Fig. 1: run 1, routed clock nets over the placement
Bar = 50 µm.
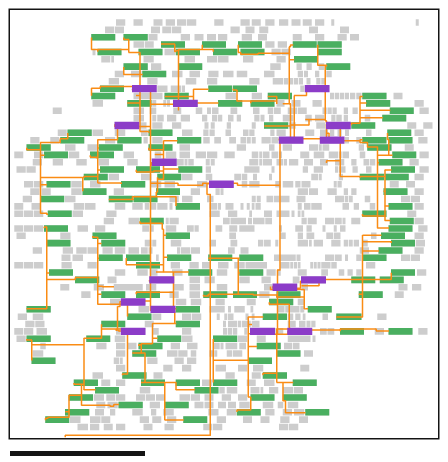
Fig. 2: run 1, placed cells, one color a class
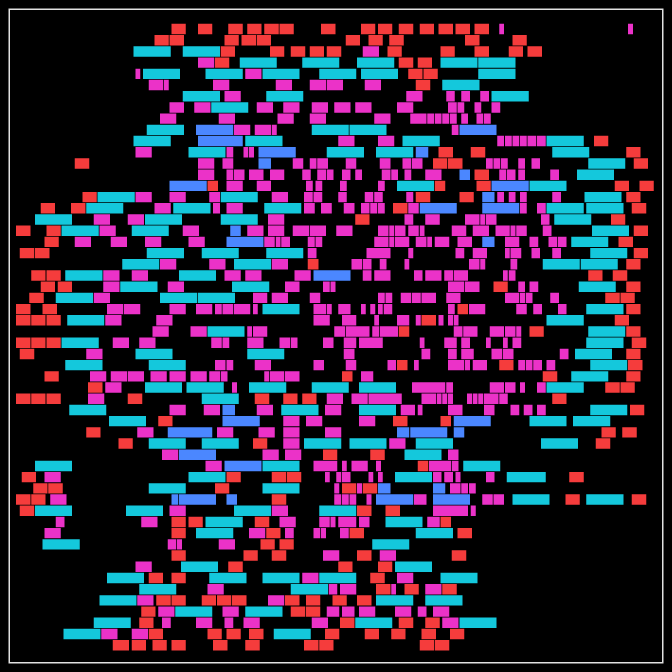
Fig. 3: run 1, selected gate families
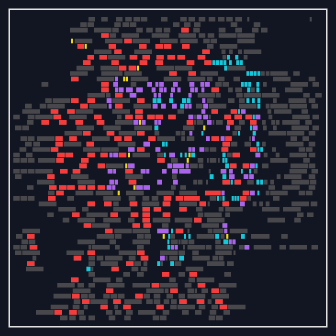
<file path="src/rtl/lsu_pkg.sv">
// ----------------------------------------------------------------------------
// lsu_pkg
// Shared definitions for the load/store unit:
//   - RV32I funct3 width/sign codes used by loads and stores
//   - lsu_state_t, the controller FSM state encoding
//   - request legality helpers (funct3 legality, alignment)
//   - load_extract / store_merge, the little-endian sub-word datapath
// ----------------------------------------------------------------------------
package lsu_pkg;

  localparam logic [2:0] F3_B  = 3'b000;
  localparam logic [2:0] F3_H  = 3'b001;
  localparam logic [2:0] F3_W  = 3'b010;
  localparam logic [2:0] F3_BU = 3'b100;
  localparam logic [2:0] F3_HU = 3'b101;

  typedef enum logic [2:0] {
    ST_IDLE     = 3'd0,
    ST_RD_WAIT  = 3'd1,
    ST_RMW_WAIT = 3'd2,
    ST_RMW_WR   = 3'd3,
    ST_RESP     = 3'd4
  } lsu_state_t;

  // Stores only have signed-style codes; BU/HU are load-only.
  function automatic logic f3_legal(input logic we, input logic [2:0] funct3);
    logic r;
    case (funct3)
      F3_B, F3_H, F3_W: r = 1'b1;
      F3_BU, F3_HU:     r = ~we;
      default:          r = 1'b0;
    endcase
    return r;
  endfunction

  function automatic logic misaligned(input logic [2:0] funct3, input logic [1:0] addr_lo);
    logic r;
    case (funct3)
      F3_H, F3_HU: r = addr_lo[0];
      F3_W:        r = (addr_lo != 2'b00);
      default:     r = 1'b0;
    endcase
    return r;
  endfunction

  // Little-endian extraction: byte picked by addr_lo, half by addr_lo[1].
  function automatic logic [31:0] load_extract(input logic [31:0] word,
                                               input logic [1:0]  addr_lo,
                                               input logic [2:0]  funct3);
    logic [7:0]  b;
    logic [15:0] h;
    logic [31:0] r;
    case (addr_lo)
      2'd0:    b = word[7:0];
      2'd1:    b = word[15:8];
      2'd2:    b = word[23:16];
      default: b = word[31:24];
    endcase
    h = addr_lo[1] ? word[31:16] : word[15:0];
    case (funct3)
      F3_B:    r = {{24{b[7]}}, b};
      F3_H:    r = {{16{h[15]}}, h};
      F3_W:    r = word;
      F3_BU:   r = {24'h000000, b};
      F3_HU:   r = {16'h0000, h};
      default: r = 32'h0000_0000;
    endcase
    return r;
  endfunction

  // Replace only the addressed byte/half of old_word with the low bits of wdata.
  function automatic logic [31:0] store_merge(input logic [31:0] old_word,
                                              input logic [31:0] wdata,
                                              input logic [1:0]  addr_lo,
                                              input logic [2:0]  funct3);
    logic [31:0] r;
    r = old_word;
    case (funct3)
      F3_B: begin
        case (addr_lo)
          2'd0:    r[7:0]   = wdata[7:0];
          2'd1:    r[15:8]  = wdata[7:0];
          2'd2:    r[23:16] = wdata[7:0];
          default: r[31:24] = wdata[7:0];
        endcase
      end
      F3_H: begin
        if (addr_lo[1]) begin
          r[31:16] = wdata[15:0];
        end else begin
          r[15:0] = wdata[15:0];
        end
      end
      F3_W:    r = wdata;
      default: r = old_word;
    endcase
    return r;
  endfunction

endpackage

</file>
<file path="src/rtl/lsu_align.sv">
// ----------------------------------------------------------------------------
// lsu_align
// Combinational sub-word datapath shared by the memory controller (and a
// future cache path).
// Ports:
//   i_word       32  word read from memory
//   i_wdata      32  right-aligned store data
//   i_addr_lo     2  byte offset within the word
//   i_funct3      3  RV32I width/sign code
//   o_load_data  32  extended load result
//   o_store_word 32  i_word with the addressed byte/half replaced
// ----------------------------------------------------------------------------
module lsu_align
  import lsu_pkg::*;
(
  input  logic [31:0] i_word,
  input  logic [31:0] i_wdata,
  input  logic [1:0]  i_addr_lo,
  input  logic [2:0]  i_funct3,
  output logic [31:0] o_load_data,
  output logic [31:0] o_store_word
);

  assign o_load_data  = load_extract(i_word, i_addr_lo, i_funct3);
  assign o_store_word = store_merge(i_word, i_wdata, i_addr_lo, i_funct3);

endmodule

</file>
<file path="src/rtl/lsu_mem_ctrl.sv">
// ----------------------------------------------------------------------------
// lsu_mem_ctrl
// Load/store unit between the execute stage and a word-organised DataMemory
// without byte enables. Sub-word stores are read-modify-write.
// Ports:
//   clk, rst_n                 clock (rising edge), async active-low reset
//   req_valid/req_ready        request handshake (ready only in IDLE)
//   req_we, req_funct3         store flag and RV32I width/sign code
//   req_addr, req_wdata        byte address, right-aligned store data
//   resp_valid/rdata/err       one-cycle completion pulse with result
//   mem_address                word-aligned byte address to DataMemory
//   mem_write_data/enable      full-word write strobe
//   mem_read_enable            read strobe
//   mem_read_data              word from DataMemory, MEM_RD_LAT cycles later
// Timing (accept edge = edge 0): error resp at edge 1, SW write in the cycle
// after accept with resp at edge 1, load resp at edge MEM_RD_LAT+1, SB/SH
// resp at edge MEM_RD_LAT+2.
// ----------------------------------------------------------------------------
module lsu_mem_ctrl
  import lsu_pkg::*;
#(
  parameter int MEM_WORDS  = 256,
  parameter int MEM_RD_LAT = 1
)
(
  input  logic        clk,
  input  logic        rst_n,
  input  logic        req_valid,
  output logic        req_ready,
  input  logic        req_we,
  input  logic [2:0]  req_funct3,
  input  logic [31:0] req_addr,
  input  logic [31:0] req_wdata,
  output logic        resp_valid,
  output logic [31:0] resp_rdata,
  output logic        resp_err,
  output logic [31:0] mem_address,
  output logic [31:0] mem_write_data,
  output logic        mem_write_enable,
  output logic        mem_read_enable,
  input  logic [31:0] mem_read_data
);

  localparam int              CNT_W     = (MEM_RD_LAT > 0) ? $clog2(MEM_RD_LAT + 1) : 1;
  localparam logic [CNT_W-1:0] CNT_LOAD = CNT_W'(MEM_RD_LAT);
  localparam logic [CNT_W-1:0] CNT_ZERO = {CNT_W{1'b0}};
  localparam logic [CNT_W-1:0] CNT_ONE  = CNT_W'(1);
  // One extra bit so MEM_WORDS*4 never wraps for a full 4 GiB map.
  localparam logic [32:0]      MEM_BYTES = 33'(MEM_WORDS) * 33'd4;

  lsu_state_t       r_state;
  lsu_state_t       w_state_nxt;
  logic [CNT_W-1:0] r_cnt;
  logic [CNT_W-1:0] w_cnt_nxt;

  logic [2:0]       r_funct3;
  logic [1:0]       r_addr_lo;
  logic [31:0]      r_wdata;

  logic [31:0]      r_mem_address;
  logic [31:0]      r_mem_wdata;
  logic             r_mem_we;
  logic             r_mem_re;
  logic             r_resp_valid;
  logic             r_resp_err;
  logic [31:0]      r_resp_rdata;
  logic             r_req_ready;

  logic [31:0]      w_mem_wdata_nxt;
  logic             w_mem_we_nxt;
  logic             w_mem_re_nxt;
  logic             w_resp_valid_nxt;
  logic             w_resp_err_nxt;
  logic [31:0]      w_resp_rdata_nxt;
  logic             w_accept;
  logic             w_req_err;
  logic [31:0]      w_load_data;
  logic [31:0]      w_store_word;

  // Rejection is decided from the raw request so no strobe is ever issued.
  assign w_req_err = ~f3_legal(req_we, req_funct3)
                   | misaligned(req_funct3, req_addr[1:0])
                   | ({1'b0, req_addr} >= MEM_BYTES);

  lsu_align u_align (
    .i_word       (mem_read_data),
    .i_wdata      (r_wdata),
    .i_addr_lo    (r_addr_lo),
    .i_funct3     (r_funct3),
    .o_load_data  (w_load_data),
    .o_store_word (w_store_word)
  );

  // Next-state and next-output logic; all outputs are registered from these.
  always_comb begin
    w_state_nxt      = r_state;
    w_cnt_nxt        = r_cnt;
    w_accept         = 1'b0;
    w_mem_re_nxt     = 1'b0;
    w_mem_we_nxt     = 1'b0;
    w_mem_wdata_nxt  = r_mem_wdata;
    w_resp_valid_nxt = 1'b0;
    w_resp_err_nxt   = 1'b0;
    w_resp_rdata_nxt = 32'h0000_0000;
    case (r_state)
      ST_IDLE: begin
        if (req_valid) begin
          w_accept = 1'b1;
          if (w_req_err) begin
            w_state_nxt = ST_RESP;
          end else if (req_we && (req_funct3 == F3_W)) begin
            // Full-word store needs no read; write directly from the request.
            w_state_nxt     = ST_RMW_WR;
            w_mem_we_nxt    = 1'b1;
            w_mem_wdata_nxt = req_wdata;
          end else if (req_we) begin
            w_state_nxt  = ST_RMW_WAIT;
            w_mem_re_nxt = 1'b1;
            w_cnt_nxt    = CNT_LOAD;
          end else begin
            w_state_nxt  = ST_RD_WAIT;
            w_mem_re_nxt = 1'b1;
            w_cnt_nxt    = CNT_LOAD;
          end
        end else begin
          w_state_nxt = ST_IDLE;
        end
      end
      ST_RD_WAIT: begin
        if (r_cnt == CNT_ZERO) begin
          w_resp_valid_nxt = 1'b1;
          w_resp_rdata_nxt = w_load_data;
          w_state_nxt      = ST_IDLE;
        end else begin
          w_cnt_nxt = r_cnt - CNT_ONE;
        end
      end
      ST_RMW_WAIT: begin
        if (r_cnt == CNT_ZERO) begin
          w_mem_we_nxt    = 1'b1;
          w_mem_wdata_nxt = w_store_word;
          w_state_nxt     = ST_RMW_WR;
        end else begin
          w_cnt_nxt = r_cnt - CNT_ONE;
        end
      end
      ST_RMW_WR: begin
        // Write strobe is high during this state; respond on the edge that
        // commits the write.
        w_resp_valid_nxt = 1'b1;
        w_state_nxt      = ST_IDLE;
      end
      ST_RESP: begin
        // Only rejected requests pass through RESP.
        w_resp_valid_nxt = 1'b1;
        w_resp_err_nxt   = 1'b1;
        w_state_nxt      = ST_IDLE;
      end
      default: begin
        w_state_nxt = ST_IDLE;
      end
    endcase
  end

  // FSM state, latency counter and registered outputs.
  always_ff @(posedge clk or negedge rst_n) begin
    if (!rst_n) begin
      r_state      <= ST_IDLE;
      r_cnt        <= CNT_ZERO;
      r_mem_wdata  <= 32'h0000_0000;
      r_mem_we     <= 1'b0;
      r_mem_re     <= 1'b0;
      r_resp_valid <= 1'b0;
      r_resp_err   <= 1'b0;
      r_resp_rdata <= 32'h0000_0000;
      r_req_ready  <= 1'b1;
    end else begin
      r_state      <= w_state_nxt;
      r_cnt        <= w_cnt_nxt;
      r_mem_wdata  <= w_mem_wdata_nxt;
      r_mem_we     <= w_mem_we_nxt;
      r_mem_re     <= w_mem_re_nxt;
      r_resp_valid <= w_resp_valid_nxt;
      r_resp_err   <= w_resp_err_nxt;
      r_resp_rdata <= w_resp_rdata_nxt;
      r_req_ready  <= (w_state_nxt == ST_IDLE);
    end
  end

  // Request capture at accept; the address is held for the whole access.
  always_ff @(posedge clk or negedge rst_n) begin
    if (!rst_n) begin
      r_funct3      <= 3'b000;
      r_addr_lo     <= 2'b00;
      r_wdata       <= 32'h0000_0000;
      r_mem_address <= 32'h0000_0000;
    end else if (w_accept) begin
      r_funct3      <= req_funct3;
      r_addr_lo     <= req_addr[1:0];
      r_wdata       <= req_wdata;
      r_mem_address <= {req_addr[31:2], 2'b00};
    end else begin
      r_funct3      <= r_funct3;
      r_addr_lo     <= r_addr_lo;
      r_wdata       <= r_wdata;
      r_mem_address <= r_mem_address;
    end
  end

  assign req_ready        = r_req_ready;
  assign resp_valid       = r_resp_valid;
  assign resp_rdata       = r_resp_rdata;
  assign resp_err         = r_resp_err;
  assign mem_address      = r_mem_address;
  assign mem_write_data   = r_mem_wdata;
  assign mem_write_enable = r_mem_we;
  assign mem_read_enable  = r_mem_re;

endmodule

</file>
<file path="config.mk">
export PLATFORM = sky130hd
export DESIGN_NAME = lsu_mem_ctrl
export DESIGN_NICKNAME = d
export VERILOG_FILES = /design/src/rtl/lsu_pkg.sv /design/src/rtl/lsu_align.sv /design/src/rtl/lsu_mem_ctrl.sv
export SDC_FILE = /design/constraint.sdc
export NUM_CORES = 1
export LEC_CHECK = 0
export CORE_UTILIZATION = 30
export CTS_CLUSTER_DIAMETER = 60
export DETAILED_ROUTE_END_ITERATION = 12
export PLACE_DENSITY = 0.55
export SYNTH_ARGS = -nofsm -noshare
export SYNTH_HDL_FRONTEND = slang
export SYNTH_HIERARCHICAL = 1
export SYNTH_SLANG_ARGS = --single-unit
</file>
<file path="constraint.sdc">
create_clock -name clk -period 4.78 [get_ports clk]
set_input_delay 0.956 -clock clk [delete_from_list [all_inputs] [get_ports clk]]
set_output_delay 0.956 -clock clk [all_outputs]
set_load 0.03 [all_outputs]
</file>
==> deck_impl_summary.md, run 1 <==
Synthesis and Place & Route Summary

Clocking
  • Setup Fix Bufs, Post-CTS: 0
  • Cts repair resizes: 0

Finish
  • P&R area growth vs syn: 38.6%
  • Clock buf count: 17
  • Design area: around 10000 µm²

Yosys
  • Ys cells: approximately 630
  • Top cells by count: dfrtp_1, mux2_2, and2_1, nand3_1, mux2_1
  • Top area cell types: dfrtp_1, mux2_2, mux2_1
  • Mux share: between 20% and 30%
  • Asr flop ratio synth: 100%
  • Top-count cell post-synth: dfrtp_1
  • Complex Gates by Area: between 10% and 20%

Outcome
  • Status: finished, final reports clean

Power
  • Comb power frac: about 22%
  • P_sw: between 1 and 1.5 mW
  • Sw Share: 30.6%

Route
  • Post-DRT Antenna Nets: 0

Floorplanning
  • Core Util at FP: between 30% and 40%
  • Die Wd: 158 µm
  • Vertical die size: 158 µm

Timing
  • Final Hold Fails: 0
  • Hold slack: about 490 ps
  • Final setup violation count: 0

GRT
  • Initial antenna violation count: 1

Worst hold path
  • Hold Crit Start: mem_write_data[15]
  • HP Class: reg2reg

Flow run
  • MaxCap Viol Count: 0

Place
  • DP HPWL: between 15000 and 20000 µm

Setup path
  • Crit path from: req_addr[29]
Back to the opening pictures, Fig. 1:
purple -> clock-net drivers  # count 17
green -> flip-flops  # count 140
orange -> clock wires  # length 2050 µm
routed clock nets = 18
flops lie = all over the die

Back to the opening pictures, Fig. 2:
magenta -> remaining logic cells  # cells 443
blue -> clock drivers and dummy loads  # cells 32
cyan -> sequential cells  # cells 140
red -> remaining buffers and delay cells  # cells 211

Back to the opening pictures, Fig. 3:
red -> mux cells  # cells 163
cyan -> nand cells  # cells 77
purple -> aoi and oai cells  # cells 99
yellow -> inv cells  # cells 15

[run 1: flip-flops by register name, summed over array words and instances (netlist names)]
signal	flops
mem_address	30
r_state	3
r_funct3	3
r_wdata	32
req_ready	1
r_cnt	1
r_addr_lo	2
mem_write_enable	1
resp_err	1
resp_rdata	32
mem_write_data	32
mem_read_enable	1
resp_valid	1
[run 1: metrics by stage]
| stage | utilization (%) | instances |
|---|---|---|
| 6_report | 42.9 | 1146 |
| 5_1_grt | 42.9 | 1145 |
| 4_1_cts | 42.9 | 1145 |
| 3_5_place_dp | 40.4 | 1113 |
| 3_3_place_gp | 40.4 | 1113 |
| 2_1_floorplan | - | 629 |
[run 1: power groups by stage]
stage               combinational (mW)  clock, mW  sequential (mW)
floorplan                        0.428          0             1.42
global placement                 0.782          0             1.39
detailed placement               0.782          0             1.39
CTS                              0.784       1.37             1.37
global route                     0.842       1.43             1.38
finish                           0.784       1.34             1.37
[run 1: critical path, cell delays in order]
cell,delay (ps)
clkdlybuf4s50_1,440
nor4_1,410
nand4_1,260
nor4_2,520
a21oi_4,260
buf_4,290
mux2_1,330
[run 1: final timing paths]
path	end	slack [ps]	depth (start not counted)
hold reg to reg	mem_write_data[15]	490	1
max in group asynchronous	req_ready	3170	2
setup / recovery	mem_write_data[17]	1590	7
hold / removal	mem_write_data[15]	490	1
min in group asynchronous	mem_address[22]	580	1
setup reg to reg	mem_write_data[15]	1920	7
[run 1: layer usage]
metal,wire length [µm],vias up,share of wire [%],track usage (%)
met5,0,-,0,0
met4,442,0,2.0,6.96
met3,1280,27,5.8,3.62
met2,10100,183,45,27.7
met1,10500,2732,47,26.0
li1,-,2667,-,-
Fig. 4: run 1, register map, names as in the netlist
Other sequential cells in the stronger gray, the rest of the logic in the fainter gray.
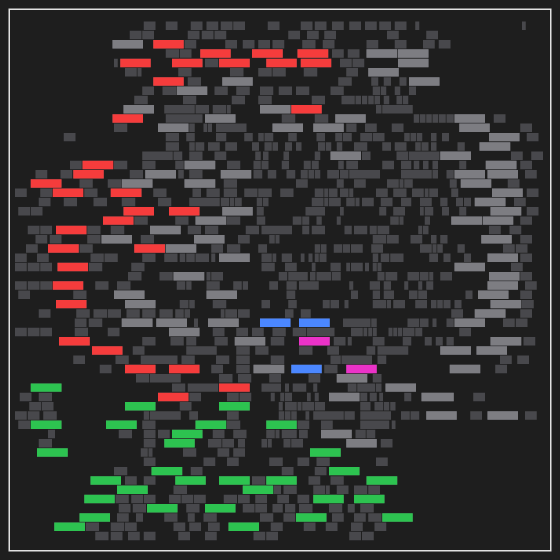

==> run 2, diff against run 1 <==
clock period = 3.15 ns   (was 4.78 ns; I/O delays follow)
Fig. 5: run 2, register map, names as in the netlist
Other sequential cells in the stronger gray, the rest of the logic in the fainter gray.
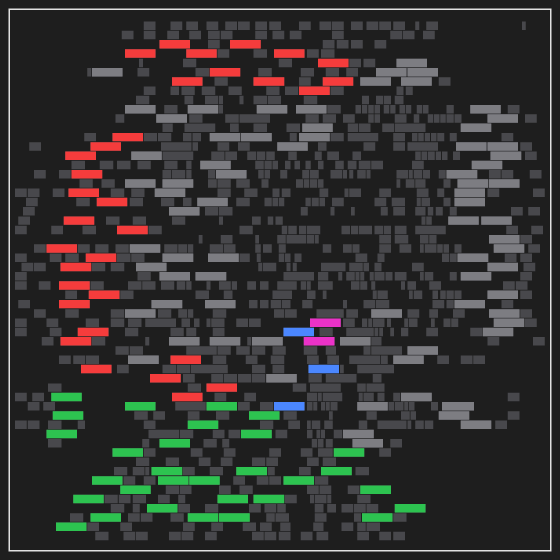
red -> mem_write_data  # placed flops 32
green -> mem_address  # placed flops 30
blue -> r_funct3  # placed flops 3
magenta -> r_addr_lo  # placed flops 2

==> run 2 against run 1 <==
Net effect: final cell count grew 0.70%; power increased by 52%; combinational power is 54% higher; first-iteration DRC count is 12% lower; synthesized cell count stayed put; die size unchanged; register-to-register slack got worse by 1200 ps; clock skew rose by 5.3 ps; global-route usage fell by 0.22 points; via count rose by 2.6%; clock power up 51%; utilization increased by 0.32 points; largest power group unchanged; highest routed layer unchanged.
==> deck_impl_summary.md, run 2 <==
Synthesis and Place & Route Summary

Outcome
  • Status: finished, final reports clean

Clocking
  • Setup Fix Bufs, Post-CTS: 0 (unchanged)
  • Clock-pin slew on the worst setup and hold paths: ~70 ps
  • Cts hold-fix bufs: 0
  • Num CTS Buffers: 17
  • Cts repair resizes: 0 (unchanged)

Finish
  • Flip-flops: about 140
  • Logic area: 3510 µm²
  • P&R area growth vs syn: 39.6%
  • Register area: around 3500 µm²
  • Clock buf count: 18 (+1)
  • Final core utilization: 43.2% (+0.32 points)
  • Share of cells above drive strength 1: between 20% and 30%

Power
  • Comb power frac: 22.9% (+0.5 points)
  • Sw Share: 30.3% (-0.25 points)
  • P_sw: 1.61 mW (+51%)

Setup path
  • R2R Path End: resp_rdata[31]
  • Worst path slowest cell: a21oi_4
  • Worst R2R Setup Slack: 680 ps (-1240 ps)
  • Reg2Reg Depth: 4 (-3)
  • Cell family with most CP delay: AND-OR/OR-AND gates
  • CP Cell Sequence: clkdlybuf4s50_1 -> nor4b_1 -> and4_1 -> nor4_2 -> buf_4 -> a21oi_4 -> mux2_2
  • CP Capture Point: mem_write_data[31]
  • Slowest stage delay, CP: 860 ps (+340 ps)
  • Critical path depth: 7 (unchanged)
  • Critical path arrival: 3140 ps
  • CP Buf/Inv Count: 2 (unchanged)
  • Crit path from: req_addr[7]

Yosys
  • Top area cell types: dfrtp_1, mux2_2, mux2_1
  • Ys cells: 628 (unchanged)
  • Sequential area share after synthesis: about 48%
  • Asr flop ratio synth: 100% (unchanged)
  • Unique masters post-synth: 58
  • Top-count cell post-synth: dfrtp_1
  • Top cells by count: dfrtp_1, mux2_2, and2_1, nand3_1, mux2_1

Floorplanning
  • Core Util at FP: 30.9% (unchanged)
  • Core Footprint: about 24000 µm²
  • Vertical die size: 158 µm (unchanged)
  • Die Wd: 158 µm (unchanged)

Worst hold path
  • HP Class: in2async

Route
  • Post-DRT Antenna Nets: 0 (unchanged)

Place
  • DP HPWL: 16400 µm (+0.28%)

GRT
  • Gr ovfl total: 0
  • Initial antenna violation count: 0 (-1)

Flow run
  • MaxCap Viol Count: 0 (unchanged)

Timing
  • Final setup violation count: 0 (unchanged)
  • Final Hold Fails: 0 (unchanged)
-- run 2: cell count changes in the layout (fill, tap and decap cells not counted) --
cell,change
buf_12,+1
buf_4,+8
clkinv_2,-1
clkbuf_1,+1
diode_2,-1
-- run 2: metrics by stage --
step | cell area (µm²) | hold WS, ps | setup slack [ps] | instances
6_report | 10200 | 185 | 315 | 1154
5_1_grt | 10200 | 217 | 98.4 | 1154
4_1_cts | 10200 | 209 | 289 | 1154
3_5_place_dp | 9640 | 483 | -170 | 1122
3_3_place_gp | 9640 | 475 | -185 | 1122
2_1_floorplan | 7330 | 334 | 1000 | 629
-- run 2: per-layer routing --
layer | GRT usage, % | vias up | share of wire, %
met2 | 28.1 | 209 | 46
met1 | 25.5 | 2838 | 46
met3 | 3.89 | 16 | 5.9
met4 | 5.17 | 0 | 1.5
met5 | 0 | - | 0
li1 | - | 2693 | -
-- run 2: logic make-up (layout without fill, tap and decap cells) --
| group | after synthesis | in the layout | share of synthesized area (%) |
|---|---|---|---|
| other | 1 | 2 | 0.0512 |
| XOR/XNOR | 1 | 1 | 0.120 |
| multiplexers | 163 | 163 | 25.0 |
| buffers and inverters | 61 | 267 | 4.47 |
| flip-flops | 140 | 140 | 47.8 |
| AND-OR/OR-AND | 110 | 110 | 10.8 |
| AND/OR/NAND/NOR | 152 | 152 | 11.7 |
-- run 2: worst reg2reg max path: stages, from the launching register on --
cell and delay (ps):
dfrtp_1 540, nor2_1 890, nand2_2 540, o211ai_1 270, and2_1 170
-- run 2: power groups by stage --
stage                     registers (mW)  clock network (mW)  logic (mW)
final                               2.07                2.02        1.21
after global routing                2.09                2.14        1.30
after CTS                           2.07                2.07        1.22
after detailed placement            2.10                   0        1.21
after global placement              2.10                   0        1.21
after floorplan                     2.16                   0       0.650
Power is estimated from default activity; no workload was simulated.
